run_1/class_map.png
Scale: 1.5 px per um.
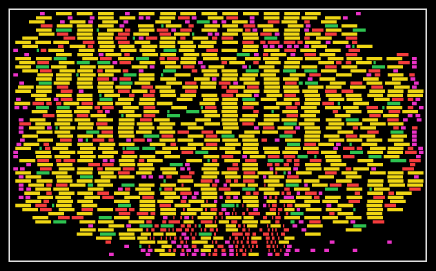
run_1/m3.png
Scale: 2 px per um.
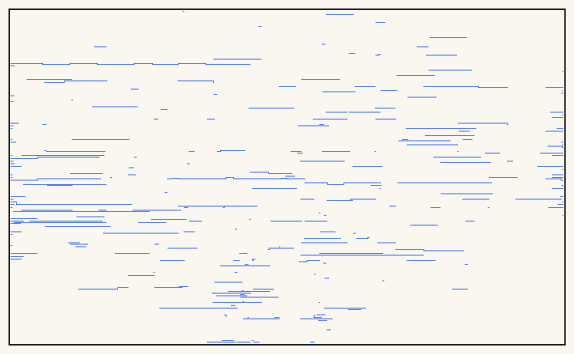
run_1/placed.png
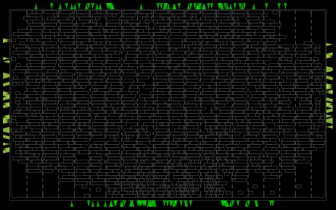
<file path="src/rtl/dram_write_buffer.sv">
// Write-back buffer between the accelerator DRAM write port and a
// valid/ready memory port. A small FWFT queue absorbs write bursts; a small
// FSM tracks layer completion and flags dropped or late words.
module dram_write_buffer #(
   parameter int unsigned DEPTH           = 8,
   parameter int unsigned EXPECTED_WRITES = 64
) (
   input  logic        clk,
   input  logic        rst,
   input  logic        DRAMwriteEn,
   input  logic [9:0]  DRAMwriteAddr,
   input  logic [63:0] DRAMwriteData,
   output logic        memValid,
   output logic [9:0]  memAddr,
   output logic [63:0] memData,
   input  logic        memReady,
   output logic [9:0]  writeCount,
   output logic        done,
   output logic        overflow,
   output logic        lateWrite
);

   localparam int unsigned AW = 10;
   localparam int unsigned DW = 64;
   localparam int unsigned PW = (DEPTH > 1) ? $clog2(DEPTH) : 1;
   localparam int unsigned OW = PW + 1;
   localparam int unsigned CW = 10;

   typedef struct packed {
      logic [AW-1:0] addr;
      logic [DW-1:0] data;
   } entry_t;

   typedef enum logic [1:0] {
      IDLE   = 2'd0,
      ACTIVE = 2'd1,
      DONE   = 2'd2
   } state_t;

   entry_t        mem [DEPTH];
   logic [PW-1:0] rd_ptr;
   logic [PW-1:0] wr_ptr;
   logic [OW-1:0] occ;
   logic [OW-1:0] occ_next;
   logic [CW-1:0] count;
   logic [CW-1:0] count_next;
   logic          valid_q;
   logic          done_q;
   logic          overflow_q;
   logic          late_q;
   logic          push;
   logic          pop;
   state_t        state;
   state_t        state_next;

   // Handshake decode, occupancy and completed-write count for this cycle.
   always_comb begin
      pop        = valid_q & memReady;
      push       = DRAMwriteEn & ((occ < OW'(DEPTH)) | pop) & (state != DONE);
      occ_next   = occ;
      count_next = count;
      if (push && !pop) begin
         occ_next = occ + OW'(1);
      end else if (pop && !push) begin
         occ_next = occ - OW'(1);
      end
      if (pop && (count != {CW{1'b1}})) begin
         count_next = count + CW'(1);
      end
   end

   // Next-state logic: first accepted word starts the layer, the pop that
   // completes the expected count ends it.
   always_comb begin
      state_next = state;
      case (state)
         IDLE:    if (push) state_next = ACTIVE;
         ACTIVE:  if (pop && (count_next == CW'(EXPECTED_WRITES))) state_next = DONE;
         DONE:    state_next = DONE;
         default: state_next = IDLE;
      endcase
   end

   // State, pointers, counters and sticky flags.
   always_ff @(posedge clk) begin
      if (rst) begin
         state      <= IDLE;
         rd_ptr     <= '0;
         wr_ptr     <= '0;
         occ        <= '0;
         count      <= '0;
         valid_q    <= 1'b0;
         done_q     <= 1'b0;
         overflow_q <= 1'b0;
         late_q     <= 1'b0;
      end else begin
         state   <= state_next;
         occ     <= occ_next;
         count   <= count_next;
         valid_q <= (occ_next != '0);
         done_q  <= (state_next == DONE);
         if (push) wr_ptr <= wr_ptr + PW'(1);
         if (pop)  rd_ptr <= rd_ptr + PW'(1);
         if (DRAMwriteEn && !push && (state != DONE)) overflow_q <= 1'b1;
         if (DRAMwriteEn && (state == DONE))          late_q     <= 1'b1;
      end
   end

   // Entry storage; a reset flushes by clearing pointers, not contents.
   always_ff @(posedge clk) begin
      if (push) begin
         mem[wr_ptr] <= '{addr: DRAMwriteAddr, data: DRAMwriteData};
      end
   end

   assign memValid   = valid_q;
   assign memAddr    = mem[rd_ptr].addr;
   assign memData    = mem[rd_ptr].data;
   assign writeCount = count;
   assign done       = done_q;
   assign overflow   = overflow_q;
   assign lateWrite  = late_q;

endmodule

</file>
<file path="config.mk">
export PLATFORM = sky130hd
export DESIGN_NAME = dram_write_buffer
export DESIGN_NICKNAME = d
export VERILOG_FILES = /design/src/rtl/dram_write_buffer.sv
export SDC_FILE = /design/constraint.sdc
export NUM_CORES = 1
export LEC_CHECK = 0
export CAP_MARGIN = 20
export CELL_PAD_IN_SITES_DETAIL_PLACEMENT = 1
export CELL_PAD_IN_SITES_GLOBAL_PLACEMENT = 1
export CORE_ASPECT_RATIO = 0.6
export CORE_UTILIZATION = 52
export DETAILED_ROUTE_END_ITERATION = 8
export HOLD_SLACK_MARGIN = 0.02
export PLACE_DENSITY = 0.89
export SETUP_SLACK_MARGIN = 0.05
export SLEW_MARGIN = 20
export SYNTH_ARGS = -nofsm -noshare
export SYNTH_HDL_FRONTEND = slang
export SYNTH_SLANG_ARGS = --single-unit
export TNS_END_PERCENT = 100
</file>
<file path="constraint.sdc">
create_clock -name clk -period 9.8 [get_ports clk]
set_input_delay 1.96 -clock clk [delete_from_list [all_inputs] [get_ports clk]]
set_output_delay 1.96 -clock clk [all_outputs]
set_load 0.05 [all_outputs]
</file>
==> Implementation_results.wiki, run 1 <==
== Implementation results ==
{| class="wikitable"
! Metric !! Value
|-
| Run status || complete, no violations
|-
| Number of nets produced by synthesis || 1114
|-
| Instance count along the most critical hold path || 2
|-
| GR Layer Usage met3 || 0.0422
|-
| Via count of the first global-routing pass || 12100
|-
| Number of antenna violations at the first check in global routing || 8
|-
| Most area-hungry cell type in the Yosys netlist || edfxtp_1
|-
| Overflow after GRT || 0
|-
| CTS-repair resized insts || 0
|-
| Final hold vios || 0
|-
| Mean post-synth cell area || 22.9 sq um
|-
| WL final || 52400 um
|-
| Peak VDD IR || 0.000149 V
|-
| Setup TNS || 0 ns
|-
| Via count || 11100
|-
| Comb/total area || 0.183
|-
| Largest net degree at the start of global routing || 106
|-
| RSZ-0062 raised after global routing || false
|-
| Simple-Gate Fraction of Synth Area || 0.0182
|-
| Sequential share of power || 0.470
|-
| Die extent in y || 167 um
|-
| Fraction of power consumed by the clock network || 0.319
|-
| Number of warnings in the stage logs || 30
|-
| Logic power comb || 1.38 mW
|-
| Antenna viol nets, final || 0
|-
| Port bufs || 165
|-
| Fin Clk Skew || 0.0227 ns
|-
| Total chip power || 6.57 mW
|-
| Area occupied by multi-input gates || 5070 sq um
|-
| Met2 Wirelength || 26900 um
|-
| Hold worst-path end || lateWrite
|-
| Share of the synthesized netlist area taken by xor and xnor gates || 0.00482
|-
| NonClk Buf Share || 0.0639
|-
| Most common cell in the netlist || edfxtp_1
|-
| Arrival time at the worst endpoint || 4.06 ns
|-
| Worst reg2reg setup slack || 6.11 ns
|-
| Post-synthesis cell count from yosys || 1031
|-
| Met1 WL || 21600 um
|-
| Synth logic family || multiplexers
|-
| CP Capture Type || output pin
|-
| Startpoint Class || flop
|-
| Post-synthesis mux area share || 0.178
|-
| Power Dens Cells || 237 nW/um^2
|-
| Maximum fanout along the worst path || 105
|-
| Cycle use final || 0.614
|-
| Proportion of cell area spent on the clock network || 0.0619
|-
| Slew at the pin closest to its max-slew limit || 1.08 ns
|-
| Proportion of register bits with asynchronous set or reset after synthesis || 0
|-
| HP Class || flop to flop
|-
| Filler Cells Inserted || 3623
|-
| Net Sw Frac || 0.275
|-
| Routing usage on met1 || 0.308
|-
| Reg2reg start || memValid
|-
| Min setup slack post-route || 3.78 ns
|-
| Count of multi-input gates || 358
|-
| Capture point of the worst reg-to-reg path || mem[6][27]
|-
| FF+latch count, synth || 621
|-
| Most common logic cell in the routed design || edfxtp_1
|-
| Root Driver || clkbuf_16
|-
| Final setup violation count || 0
|-
| DP Wirelength || 29400 um
|-
| Internal power || 4.76 mW
|-
| Last element of the critical path || memData[27]
|-
| Final design area excluding fillers || 27700 sq um
|-
| Post-synth area from yosys stat || 23600 sq um
|-
| Worst Hold Launch || lateWrite
|-
| Largest class || sequential cells
|-
| GR met2 Demand/Resource || 0.391
|-
| Post-DP Area || 26000 sq um
|-
| Antenna Cells || 7
|-
| Non-clock inverters || 5
|-
| Register name with the most flops || mem
|-
| Per-cell routed wire length || 28.2 um
|-
| Number of enable-type register cells in the synthesized netlist || 592
|-
| Count of different cell masters after synthesis || 45
|-
| Die Width || 277 um
|-
| Area occupied by registers || 18400 sq um
|-
| Final critical path time including I/O delays and setup || 6.02 ns
|-
| Prevailing post-synth register cell || edfxtp_1
|-
| Flop+latch power || 3.09 mW
|-
| Area leader share || 0.753
|-
| Peak clock frequency supported by timing || 166 MHz
|-
| Count of clock-net buffers in the final layout || 66
|-
| Routability cong. || 0.784
|-
| Cells after synthesis || 1031
|-
| Count of yosys warnings during synthesis || 0
|-
| Pleak || 8.52 nW
|-
| Worst-path clk slew || 0.07 ns
|-
| CTS max path bufs || 3
|-
| AND-OR/OR-AND share of the synthesized area || 0.00843
|-
| Count of hold-fix buffers inserted at cts || 0
|-
| Placed insts || 1752
|-
| Highest metal used || met5
|-
| MaxCap Viol Count || 0
|-
| WL met3 || 2830 um
|-
| Syn Std Cell Area || 23600 sq um
|-
| TritonCTS sink count || 621
|-
| Peak-usage layer in the global routing report || met2
|-
| Post-placement setup slack || 4.05 ns
|-
| Number of clock buffers inserted by TritonCTS || 54
|-
| Minimum hold slack || 0.506 ns
|-
| Leading post-synthesis cells by cell area || edfxtp_1, mux4_2, mux2_2
|-
| Commonest cells post-synth || edfxtp_1, mux4_2, mux2_2, nor2_1, dfxtp_1
|-
| Nonclk buf count || 179
|-
| FFs & Latches || 621
|-
| Depth of the critical timing path with buffers and inverters included || 4
|-
| Area added between synthesis and finish || 17.3%
|-
| P_sw || 1.80 mW
|-
| Nets@finish || 1302
|-
| Clock latency reported for the late side of the worst-skew pair || 0.59 ns
|}
Notes on class_map.png above:
Key: clock drivers and dummy loads = green [cells 97, share of their area 6.4%]; remaining logic cells = red [cells 363, share of their area 19%]; remaining buffers and delay cells = magenta [cells 179, share of their area 6.6%]; registers = yellow [cells 621, share of their area 68%]

Notes on m3.png above:
The wires run mostly horizontal. The layer holds 5.4% of the routed length. The longest straight run is 68.1 um. 148 nets have wire on it. The layer carries 2830 um of wire.

Notes on placed.png above:
placeable core area: 44800 sq um
final cell count without fillers: 1856
number of well taps: 589
# rows: 60
flop share of the area: 0.663

run_1/layers.png
Scale: 2 px per um. Only two layers are drawn.
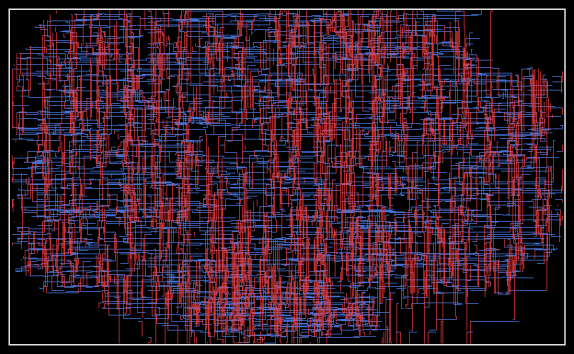

==> inputs of run 2 (changes only) <==
==> constraint.sdc (replaced) <==
create_clock -name clk -period 5.9 [get_ports clk]
set_input_delay 1.18 -clock clk [delete_from_list [all_inputs] [get_ports clk]]
set_output_delay 1.18 -clock clk [all_outputs]
set_load 0.05 [all_outputs]
run_2/layers.png
Scale: 2 px per um. Only two layers are drawn.
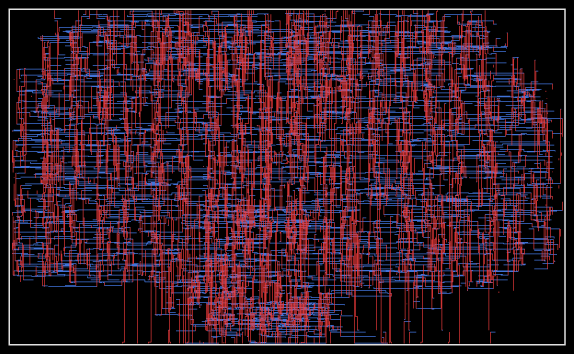
Key: M2 = red [wire length 28.0 mm]; M1 = blue [wire length 21.7 mm]

==> run 2 against run 1 <==
Compared with the run above:
- design area increased by 0.39%
- first-iteration DRC count increased by 12%
- wire length increased by 3.4%
- worst setup slack got worse by 2.7 ns
- sequential power increased by 66%
- critical path type unchanged
- largest cell class unchanged
- highest routed layer is now met4
==> Implementation_results.wiki, run 2 <==
== Implementation results ==
{| class="wikitable"
! Metric !! Value
|-
| Run status || complete, no violations (unchanged)
|-
| Via count of the first global-routing pass || 12300 (was 12100)
|-
| DP Wirelength || 30400 um (was 29400 um)
|-
| Placeable core area || 44800 sq um (unchanged)
|-
| Most area-hungry cell type in the Yosys netlist || edfxtp_1 (unchanged)
|-
| GR met2 Demand/Resource || 0.413 (was 0.391)
|-
| Required arrival time at the worst endpoint || 4.72 ns (was 7.84 ns)
|-
| DRC violations left || 0 (unchanged)
|-
| Leading post-synthesis cells by cell area || edfxtp_1, mux4_2, mux2_2 (unchanged)
|-
| Share of the synthesized netlist area taken by xor and xnor gates || 0.00482 (unchanged)
|-
| Instance count along the most critical hold path || 2 (unchanged)
|-
| Cycle use final || 0.817
|-
| Area occupied by multi-input gates || 5080 sq um (was 5070 sq um)
|-
| Most common cell in the netlist || edfxtp_1 (unchanged)
|-
| MaxCap Viol Count || 0 (unchanged)
|-
| Capture point of the worst reg-to-reg path || mem[2][69] (was mem[6][27])
|-
| Number of enable-type register cells in the synthesized netlist || 592 (unchanged)
|-
| Placed insts || 1760 (was 1752)
|-
| Flop+latch power || 5.13 mW (was 3.09 mW)
|-
| Master of the slowest instance on the critical path || dfxtp_4 (unchanged)
|-
| Power Dens Cells || 392 nW/um^2 (was 237 nW/um^2)
|-
| Count of multi-input gates || 358 (unchanged)
|-
| Comb/total area || 0.183 (about the same)
|-
| Setup TNS || 0 ns (unchanged)
|-
| Min setup slack post-route || 1.08 ns (was 3.78 ns)
|-
| Sequential share of power || 0.471 (was 0.470)
|-
| Syn Std Cell Area || 23600 sq um (unchanged)
|-
| Final setup violation count || 0 (unchanged)
|-
| Via count || 11200 (was 11100)
|-
| Critical path, cell by cell || buf_4, mux4_2, mux2_2, clkdlybuf4s50_1 (was buf_12, mux4_2, mux2_2, clkdlybuf4s50_1)
|-
| Post-placement setup slack || 1.53 ns (was 4.05 ns)
|-
| Largest net degree at the start of global routing || 80 (was 106)
|-
| Number of well taps || 589 (unchanged)
|-
| Arrival time at the worst endpoint || 3.64 ns (was 4.06 ns)
|-
| Hold worst-path end || overflow (was lateWrite)
|-
| Post-synthesis mux area share || 0.178 (unchanged)
|-
| Fin Clk Skew || 0.0359 ns (was 0.0227 ns)
|-
| Number of clock buffers inserted by TritonCTS || 54 (unchanged)
|-
| GR Layer Usage met3 || 0.0359 (was 0.0422)
|-
| Deepest level of the CTS H-tree || 2 (unchanged)
|-
| Core utilization of the finished layout || 0.620 (was 0.618)
|-
| Logic power comb || 2.32 mW (was 1.38 mW)
|-
| Filler Cells Inserted || 3617 (was 3623)
|-
| Combinational share of power || 0.213 (was 0.211)
|-
| WL final || 54100 um (was 52400 um)
|-
| Minimum hold slack || 0.506 ns (about the same)
|-
| Count of clock-net buffers in the final layout || 71 (was 66)
|-
| Count of yosys warnings during synthesis || 0 (unchanged)
|-
| Flop share of the area || 0.661 (was 0.663)
|-
| Reg2reg start || state[0] (was memValid)
|-
| Global-route wire length before repair || 80200 um (was 77900 um)
|-
| CTS-repair resized insts || 0 (unchanged)
|-
| Final hold vios || 0 (unchanged)
|-
| Count of buffers added by post-CTS timing repair for setup || 0 (unchanged)
|-
| Crit-path max cell delay || 0.85 ns (was 0.95 ns)
|-
| Area occupied by registers || 18400 sq um (unchanged)
|-
| Last element of the critical path || memData[1] (was memData[27])
|-
| Die Width || 277 um (unchanged)
|-
| Worst Hold Launch || overflow (was lateWrite)
|-
| Port bufs || 165 (unchanged)
|-
| Non-clock inverters || 5 (unchanged)
|-
| FFs & Latches || 621 (unchanged)
|-
| Slew at the pin closest to its max-slew limit || 1.13 ns (was 1.08 ns)
|-
| Post-DP Area || 26100 sq um (was 26000 sq um)
|-
| Overflow after GRT || 0 (unchanged)
|-
| Fraction of final layout cells with drive strength greater than 1 || 0.267 (was 0.264)
|-
| Pleak || 8.56 nW (was 8.52 nW)
|-
| Highest metal used || met4 (was met5)
|-
| Per-cell routed wire length || 29.0 um (was 28.2 um)
|-
| CP Capture Type || output pin (unchanged)
|-
| Met2 Wirelength || 28000 um (was 26900 um)
|-
| Worst-path clk slew || 0.06 ns (was 0.07 ns)
|-
| Antenna Cells || 5 (was 7)
|-
| RSZ-0062 raised after global routing || false (unchanged)
|-
| Number of nets produced by synthesis || 1114 (unchanged)
|-
| Max FFs per register || 592 (unchanged)
|-
| Cells after synthesis || 1031 (unchanged)
|-
| Fa+ha+maj area frac || 0.00265 (unchanged)
|-
| Nonclk buf count || 187 (was 179)
|-
| Max Transition Viols Final || 0 (unchanged)
|-
| Proportion of register bits with asynchronous set or reset after synthesis || 0 (unchanged)
|-
| Routability cong. || 0.780 (was 0.784)
|-
| Prevailing post-synth register cell || edfxtp_1 (unchanged)
|-
| Post-synth area from yosys stat || 23600 sq um (unchanged)
|-
| Number of antenna violations at the first check in global routing || 5 (was 8)
|-
| Total chip power || 10.9 mW (was 6.57 mW)
|-
| Die extent in y || 167 um (unchanged)
|-
| Depth of the critical timing path with buffers and inverters included || 4 (unchanged)
|-
| Die Area || 46300 sq um (unchanged)
|-
| Count of hold-fix buffers inserted at cts || 0 (unchanged)
|-
| Count of different cell masters after synthesis || 45 (unchanged)
|-
| Area leader share || 0.753 (unchanged)
|-
| Antenna viol nets, final || 0 (unchanged)
|-
| Nets@finish || 1310 (was 1302)
|-
| I/O pin cnt || 166 (unchanged)
|-
| Maximum fanout along the worst path || 36 (was 105)
|-
| All-layer global routing usage || 0.238 (was 0.230)
|-
| Commonest cells post-synth || edfxtp_1, mux4_2, mux2_2, nor2_1, dfxtp_1 (unchanged)
|-
| Most common logic cell in the routed design || edfxtp_1 (unchanged)
|-
| Mean post-synth cell area || 22.9 sq um (unchanged)
|-
| Initial Util || 0.527 (unchanged)
|-
| Worst reg2reg setup slack || 2.75 ns (was 6.11 ns)
|-
| Final design area excluding fillers || 27800 sq um (was 27700 sq um)
|-
| FF+latch count, synth || 621 (unchanged)
|-
| Top power consumer group || registers (unchanged)
|-
| WL met3 || 3020 um (was 2830 um)
|-
| CTS max path bufs || 3 (unchanged)
|-
| Peak VDD IR || 0.000256 V (was 0.000149 V)
|-
| Number of warnings in the stage logs || 27 (was 30)
|-
| Startpoint Class || flop (unchanged)
|-
| Peak-usage layer in the global routing report || met2 (unchanged)
|-
| Most common logic cells in the final layout || edfxtp_1, clkdlybuf4s50_1, mux4_2, mux2_2, clkbuf_16 (unchanged)
|-
| Clock latency reported for the late side of the worst-skew pair || 0.61 ns (was 0.59 ns)
|-
| AND-OR/OR-AND share of the synthesized area || 0.00843 (unchanged)
|-
| Synth logic family || multiplexers (unchanged)
|-
| TritonCTS sink count || 621 (unchanged)
|-
| Routing usage on met1 || 0.315 (was 0.308)
|-
| Root Driver || clkbuf_16 (unchanged)
|-
| Simple-Gate Fraction of Synth Area || 0.0182 (unchanged)
|-
| HP Class || flop to flop (unchanged)
|-
| Proportion of cell area spent on the clock network || 0.0604 (was 0.0619)
|-
| Final cell count without fillers || 1865 (was 1856)
|-
| Area added between synthesis and finish || 17.8% (was 17.3%)
|-
| Iteration count of the initial detailed-routing pass || 6 (was 4)
|-
| Fraction of power consumed by the clock network || 0.316 (was 0.319)
|-
| Net Sw Frac || 0.279 (was 0.275)
|-
| Clock group || 3.45 mW (was 2.09 mW)
|-
| Largest class || sequential cells (unchanged)
|-
| Met1 WL || 21700 um (was 21600 um)
|-
| NonClk Buf Share || 0.0685 (was 0.0639)
|-
| P_sw || 3.04 mW (was 1.80 mW)
|-
| Sequential element share of the synthesized area || 0.778 (unchanged)
|-
| Crit Path Category || flop to output pin (unchanged)
|-
| Post-synthesis cell count from yosys || 1031 (unchanged)
|-
| # rows || 60 (unchanged)
|-
| Register name with the most flops || mem (unchanged)
|-
| Final critical path time including I/O delays and setup || 4.82 ns
|-
| Internal power || 7.87 mW (was 4.76 mW)
|-
| Peak clock frequency supported by timing || 207 MHz
|}
run_2/class_map.png
Scale: 1.5 px per um.
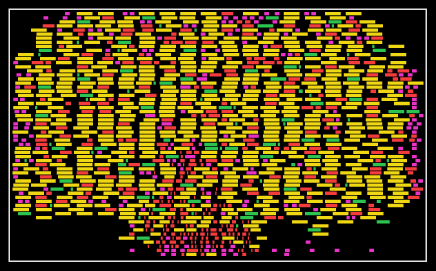

==> inputs of run 3 (changes only) <==
==> constraint.sdc (replaced) <==
create_clock -name clk -period 4.5 [get_ports clk]
set_input_delay 0.9 -clock clk [delete_from_list [all_inputs] [get_ports clk]]
set_output_delay 0.9 -clock clk [all_outputs]
set_load 0.05 [all_outputs]
run_3/class_map.png
Scale: 1.5 px per um.
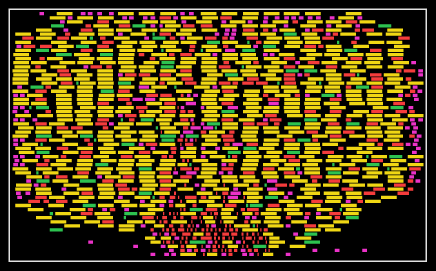
Key: registers = yellow [cells 621, share of their area 67%]; remaining buffers and delay cells = magenta [cells 191, share of their area 7.5%]; clock drivers and dummy loads = green [cells 93, share of their area 6.2%]; remaining logic cells = red [cells 363, share of their area 19%]

==> run 3 against run 2 <==
Compared with the run above:
- sequential power rose by about 30%
- total power rose by 31%
- combinational power rose by 34%
- worst hold slack got worse by 0.022 ns
- synthesized area did not move
- die area did not move
- synthesized cell count did not move
- wire length fell by 4.1%
- worst setup slack got worse by 0.74 ns
==> Implementation_results.wiki, run 3 <==
== Implementation results ==
{| class="wikitable"
! Metric !! Value
|-
| Root Driver || clkbuf_16 (unchanged)
|-
| TritonCTS sink count || 621 (unchanged)
|-
| Largest class || sequential cells (unchanged)
|-
| Flop share of the area || 0.657 (was 0.661)
|-
| Sequential element share of the synthesized area || 0.778 (unchanged)
|-
| Internal power || 10.5 mW (was 7.87 mW)
|-
| Run status || complete, no violations (unchanged)
|-
| Area added between synthesis and finish || 18.4% (was 17.8%)
|-
| Met1 WL || 21100 um (was 21700 um)
|-
| Depth of the critical timing path with buffers and inverters included || 4 (unchanged)
|-
| WL met3 || 2450 um (was 3020 um)
|-
| Leading post-synthesis cells by cell area || edfxtp_1, mux4_2, mux2_2 (unchanged)
|-
| Post-placement setup slack || 0.707 ns (was 1.53 ns)
|-
| Post-DP Area || 26300 sq um (was 26100 sq um)
|-
| Prevailing post-synth register cell || edfxtp_1 (unchanged)
|-
| Post-synthesis cell count from yosys || 1031 (unchanged)
|-
| DRC violations left || 0 (unchanged)
|-
| Most common logic cells in the final layout || edfxtp_1, clkdlybuf4s50_1, mux4_2, mux2_2, clkbuf_16 (unchanged)
|-
| Proportion of cell area spent on the clock network || 0.0608 (was 0.0604)
|-
| Number of antenna violations at the first check in global routing || 3 (was 5)
|-
| Fin Clk Skew || 0.0188 ns (was 0.0359 ns)
|-
| FF+latch count, synth || 621 (unchanged)
|-
| WL final || 51900 um (was 54100 um)
|-
| Crit-path max cell delay || 0.73 ns (was 0.85 ns)
|-
| Power Dens Cells || 513 nW/um^2 (was 392 nW/um^2)
|-
| Total chip power || 14.3 mW (was 10.9 mW)
|-
| Number of enable-type register cells in the synthesized netlist || 592 (unchanged)
|-
| Fraction of final layout cells with drive strength greater than 1 || 0.270 (was 0.267)
|-
| Area occupied by multi-input gates || 5080 sq um (unchanged)
|-
| Final design area excluding fillers || 28000 sq um (was 27800 sq um)
|-
| Global-route wire length before repair || 77800 um (was 80200 um)
|-
| Filler Cells Inserted || 3630 (was 3617)
|-
| Placeable core area || 44800 sq um (unchanged)
|-
| Pleak || 8.61 nW (was 8.56 nW)
|-
| GR Layer Usage met3 || 0.0398 (was 0.0359)
|-
| Via count of the first global-routing pass || 12300 (about the same)
|-
| Worst reg2reg setup slack || 1.62 ns (was 2.75 ns)
|-
| Placed insts || 1764 (was 1760)
|-
| Net Sw Frac || 0.271 (was 0.279)
|-
| Final hold vios || 0 (unchanged)
|-
| Final setup violation count || 0 (unchanged)
|-
| Core utilization of the finished layout || 0.624 (was 0.620)
|-
| Slew at the pin closest to its max-slew limit || 1.15 ns (was 1.13 ns)
|-
| Final critical path time including I/O delays and setup || 4.16 ns
|-
| Largest net degree at the start of global routing || 85 (was 80)
|-
| Crit Path Category || flop to output pin (unchanged)
|-
| Reg2reg start || state[0] (unchanged)
|-
| Post-synthesis mux area share || 0.178 (unchanged)
|-
| Last element of the critical path || memData[24] (was memData[1])
|-
| Commonest cells post-synth || edfxtp_1, mux4_2, mux2_2, nor2_1, dfxtp_1 (unchanged)
|-
| Arrival time at the worst endpoint || 3.26 ns (was 3.64 ns)
|-
| P_sw || 3.88 mW (was 3.04 mW)
|-
| Routing usage on met1 || 0.300 (was 0.315)
|-
| Sequential share of power || 0.466 (was 0.471)
|-
| Syn Std Cell Area || 23600 sq um (unchanged)
|-
| Count of hold-fix buffers inserted at cts || 0 (unchanged)
|-
| Fa+ha+maj area frac || 0.00265 (unchanged)
|-
| Master of the slowest instance on the critical path || clkdlybuf4s50_1 (was dfxtp_4)
|-
| Simple-Gate Fraction of Synth Area || 0.0182 (unchanged)
|-
| Setup TNS || 0 ns (unchanged)
|-
| Number of clock buffers inserted by TritonCTS || 54 (unchanged)
|-
| Area leader share || 0.753 (unchanged)
|-
| Number of well taps || 589 (unchanged)
|-
| Mean post-synth cell area || 22.9 sq um (unchanged)
|-
| NonClk Buf Share || 0.0732 (was 0.0685)
|-
| Capture point of the worst reg-to-reg path || mem[3][72] (was mem[2][69])
|-
| Die Area || 46300 sq um (unchanged)
|-
| Synth logic family || multiplexers (unchanged)
|-
| Die Width || 277 um (unchanged)
|-
| Cells after synthesis || 1031 (unchanged)
|-
| Nets@finish || 1314 (was 1310)
|-
| Number of warnings in the stage logs || 28 (was 27)
|-
| Minimum hold slack || 0.485 ns (was 0.506 ns)
|-
| CP Capture Type || output pin (unchanged)
|-
| Count of multi-input gates || 358 (unchanged)
|-
| Peak VDD IR || 0.000372 V (was 0.000256 V)
|-
| Final cell count without fillers || 1859 (was 1865)
|-
| Cycle use final || 0.924
|-
| Count of buffers added by post-CTS timing repair for setup || 0 (unchanged)
|-
| CTS-repair resized insts || 0 (unchanged)
|-
| Proportion of register bits with asynchronous set or reset after synthesis || 0 (unchanged)
|-
| FFs & Latches || 621 (unchanged)
|-
| Flop+latch power || 6.68 mW (was 5.13 mW)
|-
| Clock latency reported for the late side of the worst-skew pair || 0.58 ns (was 0.61 ns)
|-
| Initial Util || 0.527 (unchanged)
|-
| Worst-path clk slew || 0.06 ns (about the same)
|-
| Max FFs per register || 592 (unchanged)
|-
| Post-synth area from yosys stat || 23600 sq um (unchanged)
|-
| Count of different cell masters after synthesis || 45 (unchanged)
|-
| Antenna Cells || 2 (was 5)
|-
| Nonclk buf count || 191 (was 187)
|-
| Most common cell in the netlist || edfxtp_1 (unchanged)
|-
| Count of clock-net buffers in the final layout || 65 (was 71)
|-
| Die extent in y || 167 um (unchanged)
|-
| HP Class || flop to flop (unchanged)
|-
| Comb/total area || 0.182 (was 0.183)
|-
| # rows || 60 (unchanged)
|-
| Top power consumer group || registers (unchanged)
|-
| MaxCap Viol Count || 0 (unchanged)
|-
| Startpoint Class || flop (unchanged)
|-
| Required arrival time at the worst endpoint || 3.60 ns (was 4.72 ns)
|-
| Per-cell routed wire length || 27.9 um (was 29.0 um)
|-
| DP Wirelength || 30300 um (was 30400 um)
|-
| Routability cong. || 0.771 (was 0.780)
|-
| Logic power comb || 3.10 mW (was 2.32 mW)
|-
| Fraction of power consumed by the clock network || 0.317 (was 0.316)
|-
| RSZ-0062 raised after global routing || false (unchanged)
|}
Power and IR drop assume default switching activity.
